Fig. 1: run 1, close-up of the layout
Scale bar: 10 µm. Region (42, 20) to (67, 45) µm. Cells in grey, sequential cells in the stronger grey; small squares are vias.
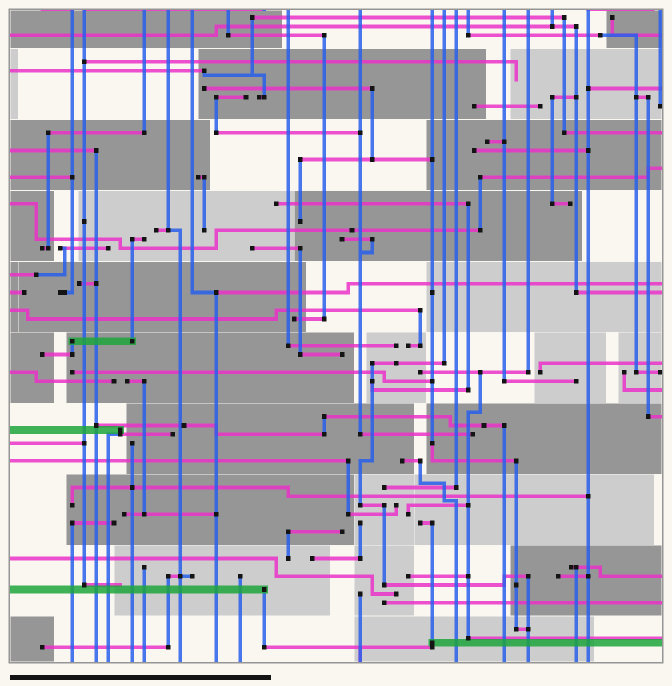
Fig. 2: run 1, wire density map
22 x 22 tiles, from black (low) to pale yellow (high), scaled to the fullest tile. Values are wire area over tile area, all layers added.
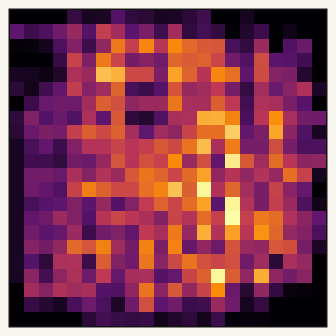
Fig. 3: run 1, clock wires, drivers and flops
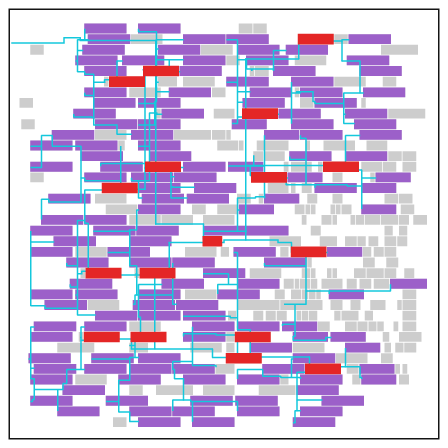
Fig. 4: run 1, cell placement
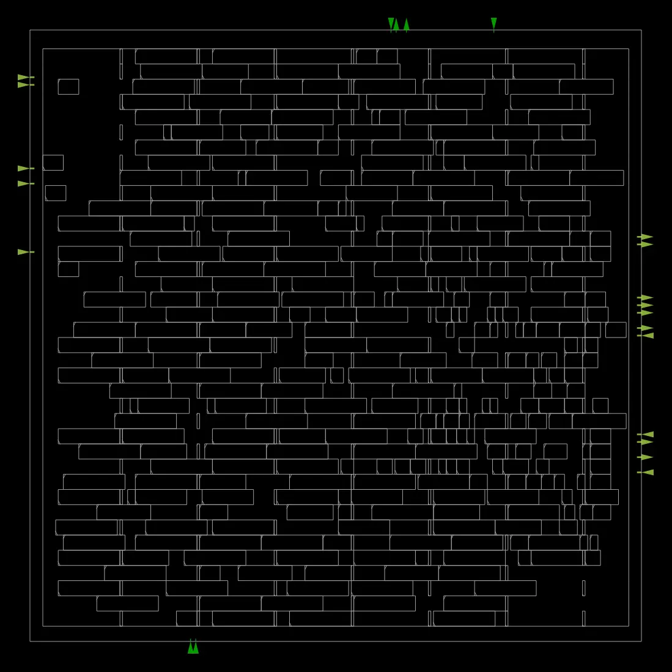
--- src/rtl/async_fifo_pkg.sv ---
// ============================================================================
// Module   : async_fifo_pkg
// Brief    : Shared defaults and pointer type for the async_fifo slice.
// Revision : 1.0 - initial release
// ============================================================================
`default_nettype none

package async_fifo_pkg;

  localparam int c_DATA_WIDTH = 8;
  localparam int c_ADDR_WIDTH = 4;
  localparam int c_DEPTH      = 1 << c_ADDR_WIDTH;

  // Address bits plus one wrap bit, so full and empty can be told apart.
  typedef logic [c_ADDR_WIDTH:0] ptr_t;

endpackage : async_fifo_pkg

`default_nettype wire

--- src/rtl/async_fifo_mem.sv ---
// ============================================================================
// Module   : async_fifo_mem
// Brief    : DEPTH x DATA_WIDTH simple dual-port RAM, synchronous write and
//            registered read; the storage array itself has no reset.
// Revision : 1.0 - initial release
// ============================================================================
`default_nettype none

module async_fifo_mem
  import async_fifo_pkg::*;
#(
  parameter int DATA_WIDTH = c_DATA_WIDTH,
  parameter int ADDR_WIDTH = c_ADDR_WIDTH
) (
  input  logic                  clk,
  input  logic                  rst_n,
  input  logic                  i_wr_en,
  input  logic [ADDR_WIDTH-1:0] i_wr_addr,
  input  logic [DATA_WIDTH-1:0] i_wr_data,
  input  logic                  i_rd_en,
  input  logic [ADDR_WIDTH-1:0] i_rd_addr,
  output logic [DATA_WIDTH-1:0] o_rd_data
);

  localparam int c_MEM_DEPTH = 1 << ADDR_WIDTH;

  logic [DATA_WIDTH-1:0] r_mem [c_MEM_DEPTH];
  logic [DATA_WIDTH-1:0] r_rd_data;

  always_ff @(posedge clk) begin
    if (i_wr_en) begin
      r_mem[i_wr_addr] <= i_wr_data;
    end
  end

  // Output register holds its value whenever no read is accepted.
  always_ff @(posedge clk or negedge rst_n) begin
    if (!rst_n) begin
      r_rd_data <= '0;
    end else if (i_rd_en) begin
      r_rd_data <= r_mem[i_rd_addr];
    end
  end

  assign o_rd_data = r_rd_data;

endmodule : async_fifo_mem

`default_nettype wire

--- src/rtl/async_fifo.sv ---
// ============================================================================
// Module   : async_fifo
// Brief    : Single-clock FIFO with wrap-bit pointers and combinational flags.
//            Define ASYNC_FIFO_COUNT_EN to add the fifo_count occupancy port.
// Revision : 1.0 - initial release
// ============================================================================
`default_nettype none

module async_fifo
  import async_fifo_pkg::*;
#(
  parameter int DATA_WIDTH = c_DATA_WIDTH,
  parameter int ADDR_WIDTH = c_ADDR_WIDTH
) (
  input  logic                  clk,
  input  logic                  rst_n,
  input  logic                  wr_en,
  input  logic [DATA_WIDTH-1:0] wr_data,
  input  logic                  rd_en,
  output logic [DATA_WIDTH-1:0] rd_data,
  output logic                  fifo_Full,
  output logic                  fifo_Empty
`ifdef ASYNC_FIFO_COUNT_EN
  ,
  output logic [ADDR_WIDTH:0]   fifo_count
`endif
);

  // Pointer type comes from the package; ADDR_WIDTH is expected to match it.
  ptr_t r_wr_ptr;
  ptr_t r_rd_ptr;
  logic w_full;
  logic w_empty;
  logic w_wr_acc;
  logic w_rd_acc;

  assign w_empty  = (r_wr_ptr == r_rd_ptr);
  assign w_full   = (r_wr_ptr[ADDR_WIDTH-1:0] == r_rd_ptr[ADDR_WIDTH-1:0]) &&
                    (r_wr_ptr[ADDR_WIDTH] != r_rd_ptr[ADDR_WIDTH]);
  assign w_wr_acc = wr_en && !w_full;
  assign w_rd_acc = rd_en && !w_empty;

  always_ff @(posedge clk or negedge rst_n) begin
    if (!rst_n) begin
      r_wr_ptr <= '0;
      r_rd_ptr <= '0;
    end else begin
      if (w_wr_acc) begin
        r_wr_ptr <= r_wr_ptr + ptr_t'(1);
      end
      if (w_rd_acc) begin
        r_rd_ptr <= r_rd_ptr + ptr_t'(1);
      end
    end
  end

  async_fifo_mem #(
    .DATA_WIDTH (DATA_WIDTH),
    .ADDR_WIDTH (ADDR_WIDTH)
  ) u_mem (
    .clk       (clk),
    .rst_n     (rst_n),
    .i_wr_en   (w_wr_acc),
    .i_wr_addr (r_wr_ptr[ADDR_WIDTH-1:0]),
    .i_wr_data (wr_data),
    .i_rd_en   (w_rd_acc),
    .i_rd_addr (r_rd_ptr[ADDR_WIDTH-1:0]),
    .o_rd_data (rd_data)
  );

  assign fifo_Full  = w_full;
  assign fifo_Empty = w_empty;

`ifdef ASYNC_FIFO_COUNT_EN
  // Modular difference of the wrap-bit pointers spans 0..DEPTH.
  assign fifo_count = r_wr_ptr - r_rd_ptr;
`endif

endmodule : async_fifo

`default_nettype wire

--- config.mk ---
export PLATFORM = sky130hd
export DESIGN_NAME = async_fifo
export DESIGN_NICKNAME = d
export VERILOG_FILES = /design/src/rtl/async_fifo_pkg.sv /design/src/rtl/async_fifo_mem.sv /design/src/rtl/async_fifo.sv
export SDC_FILE = /design/constraint.sdc
export NUM_CORES = 1
export LEC_CHECK = 0
export CORE_MARGIN = 2
export CORE_UTILIZATION = 53
export CTS_BUF_LIST = sky130_fd_sc_hd__clkbuf_8 sky130_fd_sc_hd__clkbuf_16
export CTS_CLUSTER_DIAMETER = 80
export CTS_CLUSTER_SIZE = 30
export DETAILED_ROUTE_END_ITERATION = 10
export PLACE_DENSITY_LB_ADDON = 0.12
export SLEW_MARGIN = 10
export SYNTH_ARGS = -nofsm -noshare
export SYNTH_HDL_FRONTEND = slang
export SYNTH_HIERARCHICAL = 1
export SYNTH_SLANG_ARGS = --single-unit
--- constraint.sdc ---
create_clock -name clk -period 3.3 [get_ports clk]
set_clock_uncertainty 0.05 [all_clocks]
set_input_delay 0.33 -clock clk [delete_from_list [all_inputs] [get_ports clk]]
set_output_delay 0.33 -clock clk [all_outputs]
set_load 0.01 [all_outputs]
==> notes.md, run 1 <==
Implementation results. Static timing analysis puts the maximum clock frequency at 366 MHz. Number of buffers and inverters on the critical path landed at 0. Number of cells in Yosys stat landed at 288. STA classifies the critical path endpoint as a flop. In the post-synthesis netlist, the cell with the most instances is sky130_fd_sc_hd__edfxtp_1. Area added between synthesis and finish landed at 16.1%. Among all stages on the critical path, the largest delay is contributed by sky130_fd_sc_hd__nor2_1. In this run the horizontal extent of the chip is 109 µm.

Minimum period implied by the final worst setup slack landed at 2.73 ns. The tree built by TritonCTS fans out to 146 sinks. Power drawn by the combinational cells landed at 1820 µW. Half-perimeter wire length after detailed placement landed at 6.90 mm. The commonest register cell is sky130_fd_sc_hd__edfxtp_1. After layout, the design draws a total of 6060 µW. Number of cells on the worst reg-to-reg path landed at 5. Summing the sequential cell areas from Yosys gives 72.9% of the chip area. Across the run, the number of max-cap violations was 0. Setup TNS landed at 0 ns. Synthesized cell area landed at 0.00589 mm². Cell resize tally after clock tree synthesis landed at 0. Pin count of the biggest net entering global routing landed at 36. After Yosys synthesis, and, or, nand and nor cells account for 4.06% of the synthesized area. Per the OpenROAD power report, switching power amounts to 1790 µW. Fraction of power spent switching nets landed at 29.6%. Largest driver fanout on the critical path landed at 11.

For reference, the top cells by count after synthesis are sky130_fd_sc_hd__edfxtp_1 (128), sky130_fd_sc_hd__mux4_2 (26), sky130_fd_sc_hd__nor2_1 (23). In the final report, the number of pins over their slew limit comes to 0. Highest ir drop seen on vdd landed at 676 µV. Broken down by cell family, the worst path's largest delay share belongs to simple AND/OR/NAND/NOR gates. Average cell area after synthesis landed at 20.5 µm². Count of placed standard cells including taps landed at 453. In this run, post-CTS hold repair placed 0 buffers.

The share of total power dissipated in combinational logic is 30.0%. For reference, the top cells by area after synthesis are sky130_fd_sc_hd__edfxtp_1 (65%), sky130_fd_sc_hd__mux4_2 (9.9%), sky130_fd_sc_hd__dfrtp_1 (7.6%). First-pass iteration count of the detailed router landed at 4. The dominant power group in this design is registers. From the final report, the count of setup violators was given as 0. In this run the worst hold path is classified as primary input to async pin.

Of the total synthesized cell area, the portion taken by XOR and XNOR cells is 1.91%. Clock tree synthesis inserted a total of 17 buffers. Summing all multiplexer cells gives an area fraction of 14.4%. Once iteration 0 of detailed routing completed, the report listed 192 DRC markers. The power report lists the sequential group at 2470 µW. Per the OpenROAD power report, leakage power amounts to 0.00233 µW. TritonCTS built the clock tree.

Count of library flops with an enable pin landed at 128. Per the cell usage report, the commonest logic cells after layout are sky130_fd_sc_hd__edfxtp_1 (128), sky130_fd_sc_hd__mux4_2 (26), sky130_fd_sc_hd__nor2_1 (23). In the power breakdown, the internal column shows 4260 µW. The tool warning count for the run is 26. Setup slack on the worst reg-to-reg path comes out at 0.57 ns. The count of nets left with antenna violations once routing finished came out at 0. The post-route netlist has 24.9% of its cells at a drive strength greater than 1.

After detailed routing, the number of vias per cell comes to 5.83. The run finished with clean final reports. The synthesized design devotes to its leading area cell type 65.2% of total area. Listed in order, past its start point the critical path passes xnor2_1 > and4_4 > a21boi_2 > or3b_2 > nor2_1. The first global-routing pass estimated 17.3 mm of wire. In this run, distinct cell masters in the synthesized netlist total 39. For reference, the most critical setup path is categorized as flop to flop. The timing report gives the biggest stage delay along the critical path as 0.59 ns.

Required time of the critical path landed at 3.39 ns. DRC violation count after routing landed at 0. 0 antenna diodes ended up in the layout.

Post-synthesis adder-cell area fraction landed at 0.425%. In the final design database the tool counted 346 nets. Per the CTS log, the maximum H-tree level is 4.

The total overflow left after global routing is 0. Chip area landed at 0.0120 mm². The cell sitting at the root of the clock tree is a sky130_fd_sc_hd__clkbuf_8. Arrival time reported for the critical path endpoint landed at 2.83 ns.

Post-CTS setup-driven buffer insertion count landed at 0. Synthesized instance count landed at 288. The launch point of the worst register-to-register path is recorded as r_wr_ptr[1]. The via count of the first global-routing pass was 3003. The share of the core area taken by cells at floorplan is 54.4%.

Yosys stat chip area landed at 0.00589 mm². Grouping non-sequential cells by family puts the most area in multiplexers. Number of inserted filler cells in the final layout landed at 745. Tightest slew margin relative to the limit landed at 42.2%. The synthesized netlist devotes 4.08% of its cell area to compound gates.
## Picture notes: Fig. 1
[met1] magenta
[met3] green
[met2] blue
cells with their middle in the window: 22
sequential cells in the window: 11
netlist names of flops here include: `u_mem/r_mem` (11)
most frequent: edfxtp_1 (11), mux4_2 (3), o22ai_1 (3)

## Picture notes: Fig. 2
nearly empty tiles: 9.9%
fullest tile: 0.42
tiles over half the peak: 27%
densest ninth of the die: middle
mean over tiles: 0.15
global-route usage over all layers: 21.2%
drt total wl: 11.2 mm
average routed wire per standard cell: 23.1 µm
via count: 2829

## Picture notes: Fig. 3
[cells driving clock nets] red | count: 17
[flip-flops] purple | count: 146
[clock wires] cyan | length: 1550 µm
flops lie: spread over the die
routed clock nets: 18
insertion delay to the later sink of the worst-skew pair: 0.52 ns
clock network power share: 29.2%

## Picture notes: Fig. 4
number of placement rows: 38
standard cell core area: 0.0108 mm²
Layout Cells excl Fill: 485
final core utilization: 63.1%

run 1: layer usage:
metal  up-vias  track usage [%]  share of wire [%]
met4         0             8.59                2.0
met2        79             32.2                 49
met3        17             5.39                5.0
li1       1276                -                  -
met5         -                0                  0
met1      1457             29.7                 44
run 1: per-stage QoR:
step           worst slack [ns]  area, µm²
2_1_floorplan             0.679       5890
3_3_place_gp              0.634       6290
3_5_place_dp              0.586       6290
4_1_cts                   0.539       6840
5_1_grt                   0.348       6840
6_report                  0.566       6840
run 1: worst max-delay path by stage:
stage	from	endpoint	slack, ns
floorplan	r_wr_ptr[1]	u_mem/r_mem[0][0]	0.68
global route	r_wr_ptr[0]	u_mem/r_mem[1][2]	0.35
finish	r_wr_ptr[1]	u_mem/r_mem[1][4]	0.57
CTS	r_wr_ptr[1]	u_mem/r_mem[1][2]	0.54
global placement	wr_en	u_mem/r_mem[1][7]	0.63
detailed placement	wr_en	u_mem/r_mem[1][4]	0.59
run 1: cells by family (layout without fill, tap and decap cells):
family                     after synthesis  in the layout
buffers and inverters                   15             72
xor gates and xnor gates                12             12
and+or+nand+nor                         47             47
AOI/OAI and AO/OA                       24             24
DFF                                    146            146
adders and majority gates                2              2
muxes                                   42             42
run 1: registers in the layout, summed over array words and instances, names as in the netlist:
register         flops
r_rd_ptr             5
u_mem/r_mem        128
r_wr_ptr             5
u_mem/o_rd_data      8
run 1: area by class of cell:
class	instances	area (µm²)	share of cell area [%]
Clock buffer	20	455	6.65
Sequential cell	146	4300	62.8
Timing Repair Buffer	39	345	5.05
Multi-Input combinational cell	127	1470	21.4
Clock inverter	12	103	1.50
Tap cell	140	175	2.56
Inverter	1	3.75	0.0548
Fig. 5: run 1, gate-type map
Scale bar: 20 µm.
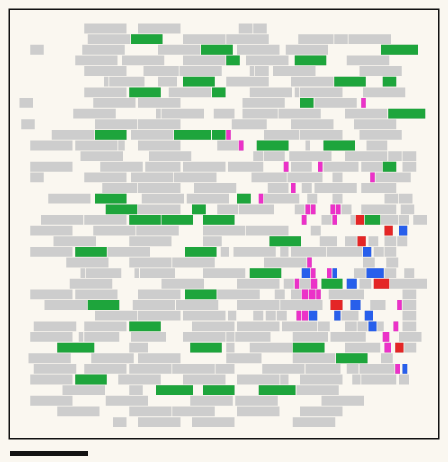

## Run 2: what changed since run 1
==> constraint.sdc (replaced) <==
create_clock -name clk -period 2.6 [get_ports clk]
set_clock_uncertainty 0.05 [all_clocks]
set_input_delay 0.26 -clock clk [delete_from_list [all_inputs] [get_ports clk]]
set_output_delay 0.26 -clock clk [all_outputs]
set_load 0.01 [all_outputs]
Fig. 6: run 2, gate-type map
Scale bar: 20 µm.
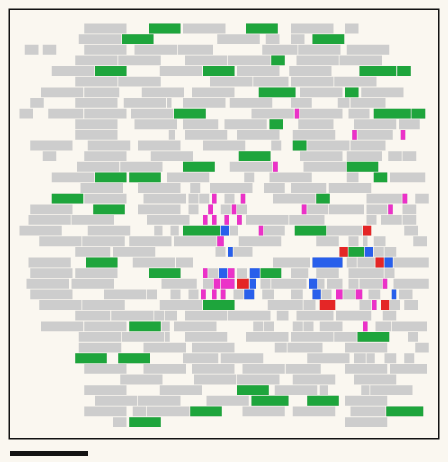
[NAND gates] blue | cells: 12
[AND and OR gates] red | cells: 6 | where: right middle
[multiplexers] green | cells: 42 | where: spread over the die
[NOR gates] magenta | cells: 29
Layout Cells excl Fill: 495
fraction of area in multi-input gates: 21.5%

Fig. 7: run 2, cell placement
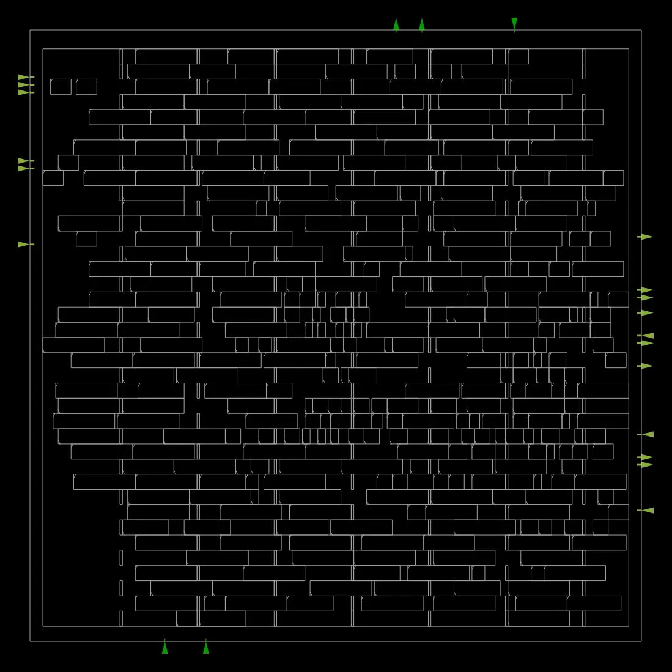
register fraction of the total cell area: 61.2%
Tapcell Cnt: 140
flip-flop and latch count: 146
fillers: 743
final core utilization: 64.8%

==> notes.md, run 2 <==
Implementation results. Outcome: complete, no violations (unchanged). The post-cts hold buffer count came to 0 (unchanged). Via count of the first global-routing pass landed at 2942 (was 3003). Tightest slew margin relative to the limit landed at 43.0% (was 42.2%). The first-pass GRT wire length was 17.7 mm (was 17.3 mm).

The class of the worst hold path is primary input to async pin (unchanged). The type of element capturing the critical path is an output pin (was flop). Routing usage on met1 landed at 30.8% (was 29.7%). CP cell instances: xnor2_2 > nand4_4 > nor2_1 > clkdlybuf4s50_1 (was xnor2_1 > and4_4 > a21boi_2 > or3b_2 > nor2_1). The clock tree from TritonCTS is yes (unchanged). Number of warnings in the stage logs landed at 26 (unchanged). The number of cells in Yosys stat is 288 (unchanged).

Residual antenna-violating net count after detailed routing landed at 0 (unchanged). The synthesized cell area is 0.00589 mm² (unchanged). The number of cells on the worst reg-to-reg path is 8 (was 5).

The setup slack of the most critical reg-to-reg path was 0.15 ns (was 0.57 ns). Number of violations reported at the end of detailed-routing iteration 0 landed at 246 (was 192). Post-CTS setup-driven buffer insertion count landed at 0 (unchanged). Worst setup slack before clock tree synthesis landed at 0.269 ns (was 0.586 ns). Final-layout clock-cell area share landed at 8.80% (was 8.15%). Most used standard cells in the synthesized netlist: sky130_fd_sc_hd__edfxtp_1 (128), sky130_fd_sc_hd__mux4_2 (26), sky130_fd_sc_hd__nor2_1 (23) (unchanged). The count of multi-input combinational gates is 127 (unchanged). The count of placed standard cells including taps was 462 (was 453).

The total power came to 8190 µW (was 6060 µW). The highest ir drop seen on vdd came to 824 µV (was 676 µV). Required time of the critical path landed at 2.29 ns (was 3.39 ns). The register name with the most flops is u_mem/r_mem (unchanged). The fraction of the yosys area taken by sequential cells is 72.9% (unchanged).

The level count of the clock H-tree is 4 (unchanged). First-pass iteration count of the detailed router landed at 4 (unchanged). Number of endpoints failing setup at the final stage landed at 0 (unchanged). The busiest metal layer after global routing was met2 (unchanged). The total global routing overflow is 0 (unchanged). Number of buffers and inverters on the critical path landed at 1 (was 0). Total vias in the final route landed at 2935 (was 2829). Largest driver fanout on the critical path landed at 11 (unchanged). Final wirelength landed at 11.8 mm (was 11.2 mm). Wire length per cell landed at 23.8 µm (was 23.1 µm). The number of buffers inserted during clock tree synthesis is 17 (unchanged).

The register area came to 0.00430 mm² (about the same). The source of the worst register-to-register timing path was r_wr_ptr[1] (unchanged). The critical path capture point was fifo_Empty (was u_mem/r_mem[1][4]).

The dominant cell by count in the synthesized netlist is sky130_fd_sc_hd__edfxtp_1 (unchanged). The startpoint of the worst setup timing path is r_wr_ptr[1] (unchanged). The startpoint type of the worst setup path was a flop (unchanged). The top flip-flop cell by instance count after synthesis is sky130_fd_sc_hd__edfxtp_1 (unchanged). The smallest setup slack after layout was 0.126 ns (was 0.566 ns). The number of distinct standard cells referenced by the synthesized netlist is 39 (unchanged). Clock latency of the later-clocked register in the worst-skew pair landed at 0.53 ns (was 0.52 ns). Combined area of the multi-input logic cells landed at 0.00151 mm² (was 0.00147 mm²). The most area-hungry cell class in the final design was sequential cells (unchanged).

The global routing met2 resource utilization came to 31.1% (was 32.2%). Pin count of the biggest net entering global routing landed at 36 (unchanged). Final non-filler cell area landed at 0.00703 mm² (was 0.00684 mm²). The synthesized instance count was 288 (unchanged). Half-perimeter wire length after detailed placement landed at 7.39 mm (was 6.90 mm).

Number of core rows landed at 38 (unchanged). The kind of critical path is flop to output pin (was flop to flop). The count of library flops with an enable pin was 128 (unchanged). The core area is 0.0108 mm² (unchanged).

Final-report max-slew violation count landed at 0 (unchanged). Instance area at placement landed at 0.00636 mm² (was 0.00629 mm²). The number of flip-flops under the largest register name was 128 (unchanged).

Number of signal-net buffers in the layout landed at 49 (was 39). Share of Yosys cell area claimed by the top area cell type landed at 65.2% (unchanged). Highest cell delay on the worst timing path landed at 0.55 ns (was 0.59 ns). The total track usage is 21.8% (was 21.2%). The chip area is 0.0120 mm² (unchanged).

Yosys stat chip area landed at 0.00589 mm² (unchanged). The routed design could run at a clock period as short as 2.47 ns. Commonest cells after routing, fill and taps aside: sky130_fd_sc_hd__edfxtp_1 (128), sky130_fd_sc_hd__buf_4 (28), sky130_fd_sc_hd__mux4_2 (26) (was sky130_fd_sc_hd__edfxtp_1 (128), sky130_fd_sc_hd__mux4_2 (26), sky130_fd_sc_hd__nor2_1 (23)). The number of nets in the layout was 356 (was 346).

The number of inserted diodes is 0 (unchanged). Buffering overhead landed at 5.98% (was 5.05%). Area added between synthesis and finish landed at 19.2% (was 16.1%). Via density per instance landed at 5.93 (was 5.83). Clock sink total landed at 146 (unchanged). The fraction of the core area occupied by cells at floorplan came to 54.4% (unchanged). Clock buffer count in the final layout landed at 17 (was 20). The DRC violation count after routing came to 0 (unchanged). Leakage power summed over all cells landed at 0.00240 µW (was 0.00233 µW). Number of max-cap violations landed at 0 (unchanged). Fmax landed at 404 MHz.
-- run 2: worst min path at each step --
stage                            start                 end  slack [ns]  cells past startpoint
finish                           rst_n         r_rd_ptr[0]        0.17                      1
global route                     rst_n         r_rd_ptr[0]        0.23                      1
CTS                              rst_n  u_mem/o_rd_data[2]        0.18                      1
detailed placement  u_mem/o_rd_data[0]  u_mem/o_rd_data[0]        0.52                      2
global placement    u_mem/o_rd_data[0]  u_mem/o_rd_data[0]        0.51                      2
floorplan                        rst_n         r_rd_ptr[0]       -0.09                      0
-- run 2: worst reg2reg max path, cell delays in order (launching register included) --
cell	delay, ns
sky130_fd_sc_hd__dfrtp_2	0.49
sky130_fd_sc_hd__xnor2_2	0.19
sky130_fd_sc_hd__buf_4	0.15
sky130_fd_sc_hd__and4_4	0.17
sky130_fd_sc_hd__a21boi_2	0.17
sky130_fd_sc_hd__buf_4	0.16
sky130_fd_sc_hd__nand3b_1	0.17
sky130_fd_sc_hd__nor3_1	0.38
sky130_fd_sc_hd__buf_4	0.24
-- run 2: where the power goes --
group	switching [µW]	internal, µW	total, µW
registers	223	2920	3140
logic	1330	1200	2530
clock network	951	1570	2520
total	2500	5690	8190
-- run 2: logic make-up (layout without fill, tap and decap cells) --
| logic type | count (synthesis) | in the layout | share of synthesized area (%) |
|---|---|---|---|
| compound gates | 24 | 24 | 4.08 |
| xor+xnor | 12 | 12 | 1.91 |
| fa+ha+maj | 2 | 2 | 0.425 |
| buf+inv | 15 | 82 | 2.25 |
| flops | 146 | 146 | 72.9 |
| mux | 42 | 42 | 14.4 |
| simple gates | 47 | 47 | 4.06 |
-- run 2: layer usage --
layer | vias to the layer above | routed length [µm]
met3 | 13 | 626
met5 | - | 0
li1 | 1303 | -
met1 | 1531 | 5410
met2 | 88 | 5520
met4 | 0 | 213
No activity file was given, so power comes from the tool's default toggle rates.
